<file path="src/rtl/snake_pkg.sv">
// Shared types and constants for the snake input conditioner: direction
// encoding, speed width and the reversal test used by the direction filter.
package snake_pkg;

  typedef enum logic [1:0] {
    DIR_UP    = 2'b00,
    DIR_DOWN  = 2'b01,
    DIR_LEFT  = 2'b10,
    DIR_RIGHT = 2'b11
  } dir_e;

  localparam dir_e DIR_RESET = DIR_RIGHT;

  localparam int SPEED_W    = 2;
  localparam int TICK_CNT_W = 26;

  // Same axis, opposite sense: the snake would turn back into its own body.
  function automatic logic is_reversal(input dir_e req, input dir_e ref_dir);
    logic [1:0] r;
    logic [1:0] c;
    r = req;
    c = ref_dir;
    return (r[1] == c[1]) && (r[0] != c[0]);
  endfunction

endpackage

</file>
<file path="src/rtl/snake_input_conditioner_if.sv">
// Link between the input conditioner and the game core: run/new_game come
// from the core, direction, step tick, start pulse and speed go back to it.
interface snake_input_conditioner_if;
  import snake_pkg::*;

  logic               run;
  logic               new_game;
  dir_e               dir;
  logic               game_tick;
  logic               start_pulse;
  logic [SPEED_W-1:0] speed;

  modport master (input  run, new_game,
                  output dir, game_tick, start_pulse, speed);

  modport slave  (output run, new_game,
                  input  dir, game_tick, start_pulse, speed);

endinterface

</file>
<file path="src/rtl/debounce_cell.sv">
// Two-flop synchronizer plus stability-window debouncer for one raw input;
// emits the debounced level and registered one-cycle rise/fall pulses.
module debounce_cell #(
  parameter int   CYCLES    = 4,
  parameter logic RESET_VAL = 1'b0
) (
  input  logic clk,
  input  logic clrn,
  input  logic din,
  output logic stable,
  output logic rise,
  output logic fall
);

  localparam int CNT_W = (CYCLES < 2) ? 1 : $clog2(CYCLES + 1);

  logic             sync1_q, sync2_q;
  logic             stable_q, stable_d;
  logic             rise_q, rise_d;
  logic             fall_q, fall_d;
  logic [CNT_W-1:0] cnt_q, cnt_d;

  // NOTE: every output of this block gets a default before any branch, so no path can leave a value held and infer a latch.
  always_comb begin
    cnt_d    = '0;
    stable_d = stable_q;
    rise_d   = 1'b0;
    fall_d   = 1'b0;
    if (sync2_q != stable_q) begin
      if (cnt_q == CNT_W'(CYCLES - 1)) begin
        stable_d = sync2_q;
        rise_d   = sync2_q;
        fall_d   = ~sync2_q;
      end else begin
        cnt_d = cnt_q + 1'b1;
      end
    end
  end

  // NOTE: non-blocking assignments make all flops sample pre-edge values, which the synchronizer chain depends on.
  always_ff @(posedge clk or negedge clrn) begin
    if (!clrn) begin
      sync1_q  <= RESET_VAL;
      sync2_q  <= RESET_VAL;
      stable_q <= RESET_VAL;
      rise_q   <= 1'b0;
      fall_q   <= 1'b0;
      cnt_q    <= '0;
    end else begin
      sync1_q  <= din;
      sync2_q  <= sync1_q;
      stable_q <= stable_d;
      rise_q   <= rise_d;
      fall_q   <= fall_d;
      cnt_q    <= cnt_d;
    end
  end

  assign stable = stable_q;
  assign rise   = rise_q;
  assign fall   = fall_q;

endmodule

</file>
<file path="src/rtl/snake_input_conditioner.sv">
// Front end of the snake game: debounces board inputs, filters direction
// reversals, tracks encoder speed and generates the game step tick.
module snake_input_conditioner
  import snake_pkg::*;
#(
  parameter int DEB_CYCLES     = 1000000,
  parameter int ENC_DEB_CYCLES = 50000,
  parameter int TICK_DIV0      = 50000000,
  parameter int TICK_DIV1      = 40000000,
  parameter int TICK_DIV2      = 20000000,
  parameter int TICK_DIV3      = 10000000
) (
  input  logic clk,
  input  logic clrn,
  input  logic btn_up,
  input  logic btn_down,
  input  logic btn_left,
  input  logic btn_right,
  input  logic btn_start,
  input  logic enc_a,
  input  logic enc_b,
  input  logic enc_sw,
  snake_input_conditioner_if.master core
);

  localparam int N_BTN = 5;
  localparam logic [SPEED_W-1:0] SPEED_MAX = '1;

  // Bit order: 0 up, 1 down, 2 left, 3 right, 4 start.
  logic [N_BTN-1:0] btn_raw, btn_stable, btn_rise, btn_fall;
  logic a_stable, a_rise, a_fall;
  logic b_stable, b_rise, b_fall;
  logic sw_stable, sw_rise, sw_fall;

  assign btn_raw = {btn_start, btn_right, btn_left, btn_down, btn_up};

  for (genvar i = 0; i < N_BTN; i++) begin : g_btn
    debounce_cell #(.CYCLES(DEB_CYCLES), .RESET_VAL(1'b0)) u_deb (
      .clk(clk), .clrn(clrn), .din(btn_raw[i]),
      .stable(btn_stable[i]), .rise(btn_rise[i]), .fall(btn_fall[i])
    );
  end

  debounce_cell #(.CYCLES(ENC_DEB_CYCLES), .RESET_VAL(1'b0)) u_enc_a (
    .clk(clk), .clrn(clrn), .din(enc_a),
    .stable(a_stable), .rise(a_rise), .fall(a_fall)
  );
  debounce_cell #(.CYCLES(ENC_DEB_CYCLES), .RESET_VAL(1'b0)) u_enc_b (
    .clk(clk), .clrn(clrn), .din(enc_b),
    .stable(b_stable), .rise(b_rise), .fall(b_fall)
  );
  debounce_cell #(.CYCLES(ENC_DEB_CYCLES), .RESET_VAL(1'b1)) u_enc_sw (
    .clk(clk), .clrn(clrn), .din(enc_sw),
    .stable(sw_stable), .rise(sw_rise), .fall(sw_fall)
  );

  logic unused_sigs;
  assign unused_sigs = ^{btn_stable, btn_fall, a_stable, a_fall,
                         b_rise, b_fall, sw_stable, sw_rise};

  dir_e                  dir_q, dir_d, pending_q, pending_d, req, ref_dir;
  logic                  req_valid;
  logic [SPEED_W-1:0]    speed_q, speed_d;
  logic [TICK_CNT_W-1:0] tick_cnt_q, tick_cnt_d, tick_last;
  logic                  game_tick_q, game_tick_d;
  logic                  start_pulse_q, start_pulse_d;

  always_comb begin
    req_valid = |btn_rise[3:0];
    req       = DIR_UP;
    if      (btn_rise[0]) req = DIR_UP;
    else if (btn_rise[1]) req = DIR_DOWN;
    else if (btn_rise[2]) req = DIR_LEFT;
    else if (btn_rise[3]) req = DIR_RIGHT;
  end

  // A push-button press resets speed even if a detent lands on the same cycle.
  always_comb begin
    speed_d = speed_q;
    if (sw_fall) begin
      speed_d = '0;
    end else if (a_rise) begin
      if (!b_stable) begin
        if (speed_q != SPEED_MAX) speed_d = speed_q + 1'b1;
      end else if (speed_q != '0) begin
        speed_d = speed_q - 1'b1;
      end
    end
  end

  always_comb begin
    tick_last = TICK_CNT_W'(TICK_DIV0 - 1);
    case (speed_q)
      2'd0: tick_last = TICK_CNT_W'(TICK_DIV0 - 1);
      2'd1: tick_last = TICK_CNT_W'(TICK_DIV1 - 1);
      2'd2: tick_last = TICK_CNT_W'(TICK_DIV2 - 1);
      2'd3: tick_last = TICK_CNT_W'(TICK_DIV3 - 1);
      default: ;
    endcase
  end

  // The reversal check uses the direction dir will hold after this edge.
  always_comb begin
    tick_cnt_d    = tick_cnt_q + 1'b1;
    game_tick_d   = 1'b0;
    dir_d         = dir_q;
    pending_d     = pending_q;
    start_pulse_d = btn_rise[4];

    if (!core.run || core.new_game || (speed_d != speed_q)) begin
      tick_cnt_d = '0;
    end else if (tick_cnt_q == tick_last) begin
      tick_cnt_d  = '0;
      game_tick_d = 1'b1;
    end

    ref_dir = game_tick_d ? pending_q : dir_q;
    if (req_valid && !is_reversal(req, ref_dir)) pending_d = req;
    if (game_tick_d) dir_d = pending_q;

    if (core.new_game) begin
      dir_d     = DIR_RESET;
      pending_d = DIR_RESET;
    end
  end

  always_ff @(posedge clk or negedge clrn) begin
    if (!clrn) begin
      dir_q         <= DIR_RESET;
      pending_q     <= DIR_RESET;
      speed_q       <= '0;
      tick_cnt_q    <= '0;
      game_tick_q   <= 1'b0;
      start_pulse_q <= 1'b0;
    end else begin
      dir_q         <= dir_d;
      pending_q     <= pending_d;
      speed_q       <= speed_d;
      tick_cnt_q    <= tick_cnt_d;
      game_tick_q   <= game_tick_d;
      start_pulse_q <= start_pulse_d;
    end
  end

  assign core.dir         = dir_q;
  assign core.game_tick   = game_tick_q;
  assign core.start_pulse = start_pulse_q;
  assign core.speed       = speed_q;

endmodule

</file>
<file path="src/flat_wrapper.sv">
// flat-port wrapper written by rule: the top's interface ports become plain ports
module snake_input_conditioner_flat import snake_pkg::*;
#(
  parameter int DEB_CYCLES     = 1000000,
  parameter int ENC_DEB_CYCLES = 50000,
  parameter int TICK_DIV0      = 50000000,
  parameter int TICK_DIV1      = 40000000,
  parameter int TICK_DIV2      = 20000000,
  parameter int TICK_DIV3      = 10000000
)
  (clk, clrn, btn_up, btn_down, btn_left, btn_right, btn_start, enc_a, enc_b, enc_sw, core_run, core_new_game, core_dir, core_game_tick, core_start_pulse, core_speed);
  snake_input_conditioner_if core_i ();
  input  logic clk;
  input  logic clrn;
  input  logic btn_up;
  input  logic btn_down;
  input  logic btn_left;
  input  logic btn_right;
  input  logic btn_start;
  input  logic enc_a;
  input  logic enc_b;
  input  logic enc_sw;
  input wire logic [$bits(core_i.run)-1:0] core_run;
  input wire logic [$bits(core_i.new_game)-1:0] core_new_game;
  output wire logic [$bits(core_i.dir)-1:0] core_dir;
  output wire logic [$bits(core_i.game_tick)-1:0] core_game_tick;
  output wire logic [$bits(core_i.start_pulse)-1:0] core_start_pulse;
  output wire logic [$bits(core_i.speed)-1:0] core_speed;
  assign core_i.run = core_run;
  assign core_i.new_game = core_new_game;
  assign core_dir = core_i.dir;
  assign core_game_tick = core_i.game_tick;
  assign core_start_pulse = core_i.start_pulse;
  assign core_speed = core_i.speed;
  snake_input_conditioner #(.DEB_CYCLES(DEB_CYCLES), .ENC_DEB_CYCLES(ENC_DEB_CYCLES), .TICK_DIV0(TICK_DIV0), .TICK_DIV1(TICK_DIV1), .TICK_DIV2(TICK_DIV2), .TICK_DIV3(TICK_DIV3)) u_core (.clk(clk), .clrn(clrn), .btn_up(btn_up), .btn_down(btn_down), .btn_left(btn_left), .btn_right(btn_right), .btn_start(btn_start), .enc_a(enc_a), .enc_b(enc_b), .enc_sw(enc_sw), .core(core_i));
endmodule
</file>
<file path="config.mk">
export PLATFORM = sky130hd
export DESIGN_NAME = snake_input_conditioner_flat
export DESIGN_NICKNAME = d
export VERILOG_FILES = /design/src/rtl/snake_pkg.sv /design/src/rtl/snake_input_conditioner_if.sv /design/src/rtl/debounce_cell.sv /design/src/rtl/snake_input_conditioner.sv /design/src/flat_wrapper.sv
export SDC_FILE = /design/constraint.sdc
export NUM_CORES = 1
export LEC_CHECK = 0
export CORE_MARGIN = 2
export CORE_UTILIZATION = 28
export DETAILED_ROUTE_END_ITERATION = 10
export GPL_TIMING_DRIVEN = 0
export PLACE_DENSITY = 0.49
export SETUP_SLACK_MARGIN = 0.2
export SYNTH_ARGS = -nofsm -noshare
export SYNTH_HDL_FRONTEND = slang
export SYNTH_SLANG_ARGS = --single-unit
</file>
<file path="constraint.sdc">
create_clock -name clk -period 3.5 [get_ports clk]
set_input_delay 0.875 -clock clk [delete_from_list [all_inputs] [get_ports clk]]
set_output_delay 0.875 -clock clk [all_outputs]
set_load 0.1 [all_outputs]
</file>
**Run 1: I/O nets highlighted**

Drawn at 2 px/micron.
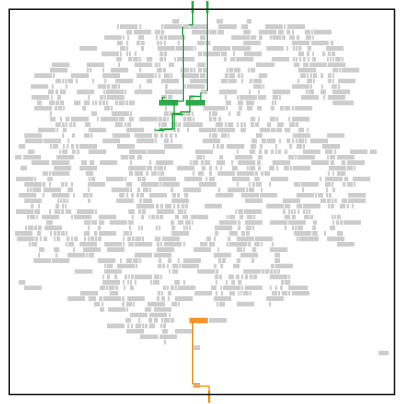
legend:
  orange:
    port: btn_left
    direction: input
    edge: bottom
    end_cells: 1
    buffers: 1
    wire: 46.4 microns
  green:
    port: core_dir
    direction: output
    edge: top
    end_cells: 2
    buffers: 2
    wire: 173 microns
IO Count: 18
port bufs: 17

**Run 1: routed metal per tile**

Drawn at 2 px/micron. The die is cut into 38 by 38 equal tiles; white is low, dark blue is high, scaled to the fullest tile. Values are wire area over tile area, all layers added.
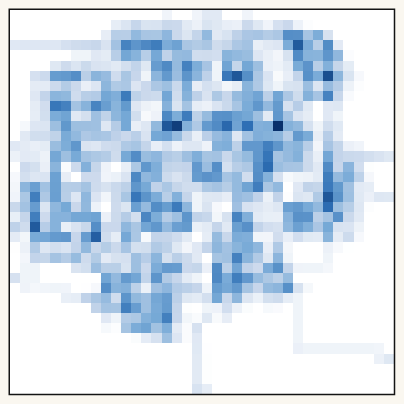
emptiest ninth of the die: bottom right
fullest tile: 0.39
nearly empty tiles: 36%
mean over tiles: 0.078
tiles over half the peak: 12%
WL final: 18,550 microns
via count: 6,819

**Run 1: routed clock nets over the placement**

Drawn at 2 px/micron.
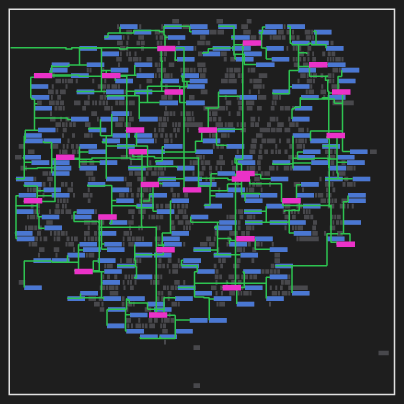
legend:
  green:
    item: clock wires
    length: 3,050 microns
  magenta:
    item: clock-net drivers
    count: 25
  blue:
    item: flip-flops
    count: 213
routed clock nets: 26
clk latency late pin: 520 ps
Clock Skews: 12.35 ps

==> flow_summary.json, run 1 <==
{
  "layout_top_cell": "dfrtp_1",
  "route.met3.wl_microns": 467,
  "yosys.area_share.adder_pct": 1.898,
  "synth_seq_share_pct": 53.99,
  "seq_area_share_pct": 46.55,
  "avgSynthCellArea_sq_um": 10.03,
  "dr.pass1.iters": 4,
  "final_area_sq_mm": 0.01147,
  "cp_max_fo": 7,
  "powerComb_mw": 0.152,
  "tightest_slew_ps": 1037,
  "topCellsByArea": "dfrtp_1 52%, xor2_1 7.7%, nor2_1 7.7%",
  "rr_endpoint": "u_core.pending_q[1]",
  "top_cell_area_share_pct": 52.13,
  "fin_util_pct": 33.13,
  "die_area_sq_mm": 0.03684,
  "synthAoiAreaFrac_pct": 4.087,
  "inverters": 17,
  "crit_buf_inv": 1,
  "dp_cells": 1460,
  "met3_usage_pct": 1.845,
  "crit_type": "flop to output port",
  "synth.most_common_cell": "dfrtp_1",
  "report.final.slew_viol_count": 0,
  "grt.busiest_layer": "met2",
  "fmax_mhz": 316.1,
  "layout.nets": 1059,
  "cts_hold_buf": 0,
  "internal-power_mw": 4.025,
  "grt_pass1_wl_microns": 32680,
  "nClkBuffers": 30,
  "num-nonclk-buffers": 33,
  "power_frac_clock_pct": 48.3,
  "clk-power_mw": 2.50,
  "warning_count": 31,
  "critPathLaunchType": "flop",
  "leakage_nw": 4.847,
  "drt-met1-wl_microns": 9368,
  "post_cts_resized": 0,
  "cts_buffer_depth": 3,
  "preCtsSetupSlack_ps": 580.4,
  "track_usage_pct": 10.59,
  "largest_register_ffs": 100,
  "period_used_pct": 90.38,
  "seq_cell_power_mw": 2.52,
  "ys_types": 50,
  "ant_nets": 0,
  "r2r_slack_ps": 580,
  "use_met2_pct": 16.34,
  "p_sw_share_pct": 22.17,
  "taps": 455,
  "endpoint_kind": "output port",
  "ir_worst_vdd_v": 0.0003588,
  "logic_area_sq_mm": 0.004429,
  "syn2layout_area_growth_pct": 16.02,
  "seqCellArea_sq_mm": 0.005340,
  "synthArstFlopShare_pct": 100.0,
  "simple_gate_area_share_pct": 24.60,
  "mux_share_pct": 1.012,
  "dpl.hpwl_microns": 12350,
  "top_power_group": "sequential cells",
  "die_w_microns": 191.9,
  "yosysTopAreaCell": "dfrtp_1",
  "status": "finished, final reports clean",
  "finalHoldViolCount": 0,
  "logic_gates": 742,
  "via_per_inst": 4.537,
  "most-common-layout-cells": "205 x dfrtp_1, 202 x nor2_1, 87 x xor2_1, 84 x nand2_1, 68 x nand3_1",
  "synthesis.area_sq_mm": 0.009888,
  "synth_flop_count": 213,
  "fp_nets": 1013,
  "cts_htree_levels": 1,
  "hold_class": "input pin to async pin",
  "drive_gt1_share_pct": 6.489,
  "reg.largest.list": "u_core.g_btn.u_deb.cnt_q: 100 flops, u_core.tick_cnt_q: 26 flops",
  "crit_family": "buffers and inverters",
  "stdcell_count": 1503,
  "rsz0062_at_grt": "no",
  "post_drt_wl_per_cell_microns": 12.34,
  "cts_sinks": 213,
  "overflow": 0,
  "grt_pass1_vias": 6810,
  "relSlewSlack_pct": 30.66,
  "syn_inst": 986,
  "r2r_cells": 8,
  "clk_pin_slew_ps": 60,
  "dpl_cell_area_sq_mm": 0.01069,
  "cp.depth": 1,
  "cts-root-buf": "clkbuf_16",
  "largest_register": "u_core.g_btn.u_deb.cnt_q",
  "wl_met2_microns": 8281,
  "slowest_stage": "clkdlybuf4s50_1",
  "reg2reg_from": "u_core.core.speed[1]",
  "fillCellCount": 3496,
  "max_stage_delay_ps": 1170,
  "fin_setup_tns_ps": 0,
  "worstPathCellList": "clkdlybuf4s50_1",
  "flop_cell": "dfrtp_1",
  "p_switching_mw": 1.146,
  "antenna_found_initial": 0,
  "cp-startpoint": "u_core.core.dir[1]",
  "first_iter_violations": 401,
  "p_total_mw": 5.171,
  "highest_layer": "met4",
  "post_cts_buffers": 0,
  "core_sq_mm": 0.03463,
  "seq_power_share_pct": 48.8,
  "clkCellAreaFrac_pct": 6.827,
  "met1_usage_pct": 15.18,
  "ff_count": 213,
  "comb_power_share_pct": 2.9,
  "logic_family": "simple AND/OR/NAND/NOR gates",
  "drc": 0,
  "grt_max_degree": 88,
  "rows": 68,
  "synthTopCellsByCount": "206 x dfrtp_1, 202 x nor2_1, 87 x xor2_1",
  "diodes": 0,
  "fp_util_pct": 28.56,
  "dominant_cells": "flip-flops and latches",
  "yosys_warnings": 0,
  "edf_count": 0,
  "cp.required_ps": 2620,
  "setup_viol": 0,
  "cap_violations": 0
}
--- run 2 (diff from run 1) ---
--- a/config.mk
+++ b/config.mk
@@ -8,7 +8,6 @@
 export CORE_MARGIN = 2
 export CORE_UTILIZATION = 28
 export DETAILED_ROUTE_END_ITERATION = 10
-export GPL_TIMING_DRIVEN = 0
 export PLACE_DENSITY = 0.49
 export SETUP_SLACK_MARGIN = 0.2
 export SYNTH_ARGS = -nofsm -noshare
**Run 2: I/O nets highlighted**

Drawn at 2 px/micron.
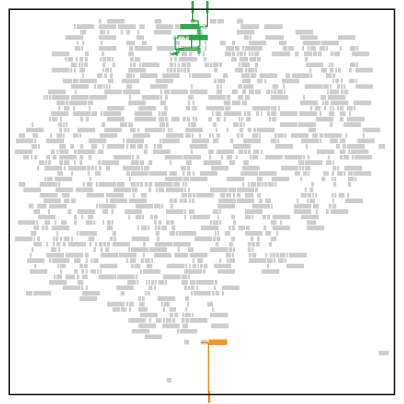
legend:
  orange:
    port: btn_left
    direction: input
    edge: bottom
    end_cells: 1
    buffers: 1
    wire: 31.8 microns
  green:
    port: core_dir
    direction: output
    edge: top
    end_cells: 2
    buffers: 2
    wire: 106 microns

**Run 2: congestion heat map**

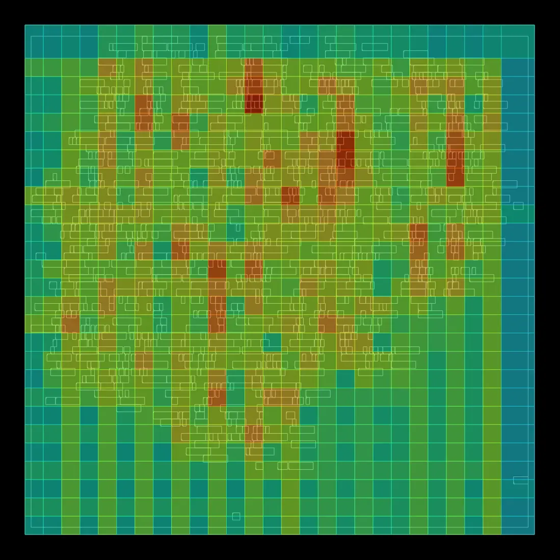
met3 Resource Use GR: 2.101%
all-layer global routing usage: 10.73%
GRT busiest layer: met2
met1 Usage GRT: 15.02%
met2 Use GR: 17.01%

==> run 2 against run 1 <==
  * Via count is 0.47% lower
  * Non-clock buffer count decreased by 11
  * Hold slack gained 66 ps
  * Clock power grew 2%
  * Sequential power about the same
  * Fmax rose by 8.4%
  * Total power rose by 0.87%
  * Critical path depth up 7
  * Die size unchanged
  * Combinational power shrank 4%
  * Design area down 0.41%
  * Count of clock-buffer cells in the layout increased by 10
==> flow_summary.json, run 2 <==
{
  "preCtsSetupSlack_ps": 590.1,
  "r2r_slack_ps": 580,
  "dr.pass1.iters": 6,
  "simple_gate_area_share_pct": 24.60,
  "rr_endpoint": "u_core.pending_q[0]",
  "buffer_area_share_pct": 1.840,
  "dpl_cell_area_sq_mm": 0.01061,
  "edf_count": 0,
  "cp_max_fo": 11,
  "grt_pass1_wl_microns": 33200,
  "cts_sinks": 213,
  "crit_family": "AND-OR/OR-AND gates",
  "powerComb_mw": 0.146,
  "critPathLaunchType": "flop",
  "post_cts_resized": 0,
  "via_per_inst": 4.543,
  "fin_setup_tns_ps": 0,
  "num-nonclk-buffers": 22,
  "warning_count": 31,
  "die_y_microns": 191.9,
  "critPathArrivalTime_ps": 3350,
  "synthAoiAreaFrac_pct": 4.087,
  "leakage_nw": 4.849,
  "max_stage_delay_ps": 510,
  "comb_power_share_pct": 2.8,
  "yosysTopAreaCell": "dfrtp_1",
  "ant_nets": 0,
  "synth_flop_count": 213,
  "clk_pin_slew_ps": 60,
  "cap_violations": 0,
  "ir_worst_vdd_v": 0.0003571,
  "logic_gates": 742,
  "dominant_cells": "flip-flops and latches",
  "endpoint": "u_core.pending_q[0]",
  "internal-power_mw": 4.084,
  "layout.nets": 1048,
  "endpoint_kind": "flop",
  "seq_area_share_pct": 46.74,
  "reg2reg_from": "u_core.core.speed[1]",
  "cts-root-buf": "clkbuf_16",
  "crit_type": "flop to flop",
  "most-common-layout-cells": "205 x dfrtp_1, 202 x nor2_1, 87 x xor2_1, 84 x nand2_1, 68 x nand3_1",
  "overflow": 0,
  "synthesis.area_sq_mm": 0.009888,
  "dp_cells": 1449,
  "core_sq_mm": 0.03463,
  "seq_cell_power_mw": 2.52,
  "cts_hold_buf": 0,
  "grt_max_degree": 85,
  "period_used_pct": 83.41,
  "fin_util_pct": 32.99,
  "grt_pass1_vias": 6786,
  "hold_class": "input pin to async pin",
  "nClkBuffers": 40,
  "r2r_cells": 8,
  "taps": 455,
  "gp_congestion": 0.7367,
  "route.met3.wl_microns": 694,
  "ys_types": 50,
  "slowest_stage": "dfrtp_1",
  "first_iter_violations": 419,
  "yosys.area_share.adder_pct": 1.898,
  "port_buffers": 17,
  "setup_viol": 0,
  "fin_skew_ps": 19.26,
  "hold_slack_ps": 346.7,
  "clk-power_mw": 2.55,
  "top_cell_area_share_pct": 52.13,
  "top_power_group": "clock",
  "diodes": 0,
  "post-route-min-period_ps": 2919,
  "cts_made_buffers": 25,
  "status": "finished, final reports clean",
  "wirelength_microns": 18750,
  "io-pin-count": 18,
  "clock_latency_ps": 530,
  "p_sw_share_pct": 21.71,
  "cts_htree_levels": 1,
  "logic_family": "simple AND/OR/NAND/NOR gates",
  "num_vias": 6787,
  "reg.largest.list": "u_core.g_btn.u_deb.cnt_q: 100 flops, u_core.tick_cnt_q: 26 flops",
  "final_area_sq_mm": 0.01142,
  "tightest_slew_ps": 769.9,
  "dpl.hpwl_microns": 12110,
  "p_total_mw": 5.216,
  "fp_nets": 1013,
  "logic_area_sq_mm": 0.004429,
  "worstPathCellList": "inv_1 -> ha_1 -> nand3b_1 -> a2111oi_2 -> nand4_1 -> nand4b_1 -> a211oi_1 -> o2111ai_1",
  "xor_share_pct": 13.20,
  "drive_gt1_share_pct": 7.122,
  "inverters": 17,
  "report.final.slew_viol_count": 0,
  "syn_inst": 986,
  "seqCellArea_sq_mm": 0.005340,
  "mux_share_pct": 1.012,
  "cp.required_ps": 3930,
  "rows": 68,
  "finalHoldViolCount": 0,
  "clkCellAreaFrac_pct": 7.108,
  "syn2layout_area_growth_pct": 15.54,
  "fillCellCount": 3524,
  "synthTopCellsByCount": "206 x dfrtp_1, 202 x nor2_1, 87 x xor2_1",
  "fmax_mhz": 342.5,
  "power_frac_clock_pct": 48.8,
  "die_w_microns": 191.9,
  "ys_cells": 986,
  "post_cts_buffers": 0,
  "crit_buf_inv": 1,
  "antenna_found_initial": 0,
  "drc": 0,
  "topCellsByArea": "dfrtp_1 52%, xor2_1 7.7%, nor2_1 7.7%",
  "cts_buffer_depth": 3,
  "avgSynthCellArea_sq_um": 10.03,
  "synthArstFlopShare_pct": 100.0,
  "fin_ws_ps": 580.6,
  "largest_register": "u_core.g_btn.u_deb.cnt_q",
  "pwr_density_cell_mw_per_mm2": 456.6,
  "yosys_warnings": 0,
  "highest_layer": "met4",
  "wl_met2_microns": 8404,
  "fp_util_pct": 28.56,
  "flop_cell": "dfrtp_1",
  "rsz0062_at_grt": "no",
  "cp.depth": 8,
  "ys_area_sq_mm": 0.009888,
  "die_area_sq_mm": 0.03684,
  "drt-met1-wl_microns": 9276,
  "cp-startpoint": "u_core.core.speed[1]",
  "largest_register_ffs": 100,
  "seq_power_share_pct": 48.4,
  "post_drt_wl_per_cell_microns": 12.55,
  "synth_seq_share_pct": 53.99,
  "ff_count": 213,
  "relSlewSlack_pct": 48.67,
  "synth.most_common_cell": "dfrtp_1",
  "p_switching_mw": 1.133,
  "cts_tree": "yes"
}
**Run 2: gate-type map**

Drawn at 2 px/micron.
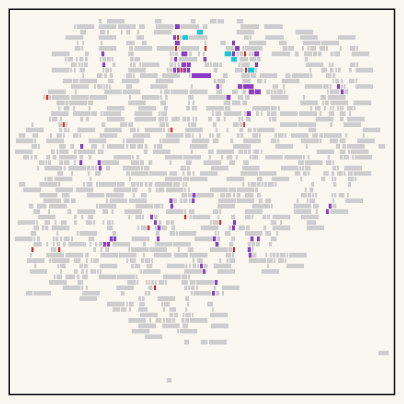
legend:
  cyan:
    family: non-inverting ao/oa cells
    cells: 5
    most_used: a211o_1
    where: top middle
  red:
    family: inv cells
    cells: 17
    most_used: inv_1
  purple:
    family: aoi and oai cells
    cells: 59
    most_used: a21oi_1
final std cells w/o fill: 1,494
multi-input gate share of total cell area: 38.77%
most frequent logic cell in the layout: dfrtp_1

Power figures rest on the tool's default switching activity, not on a simulated workload.
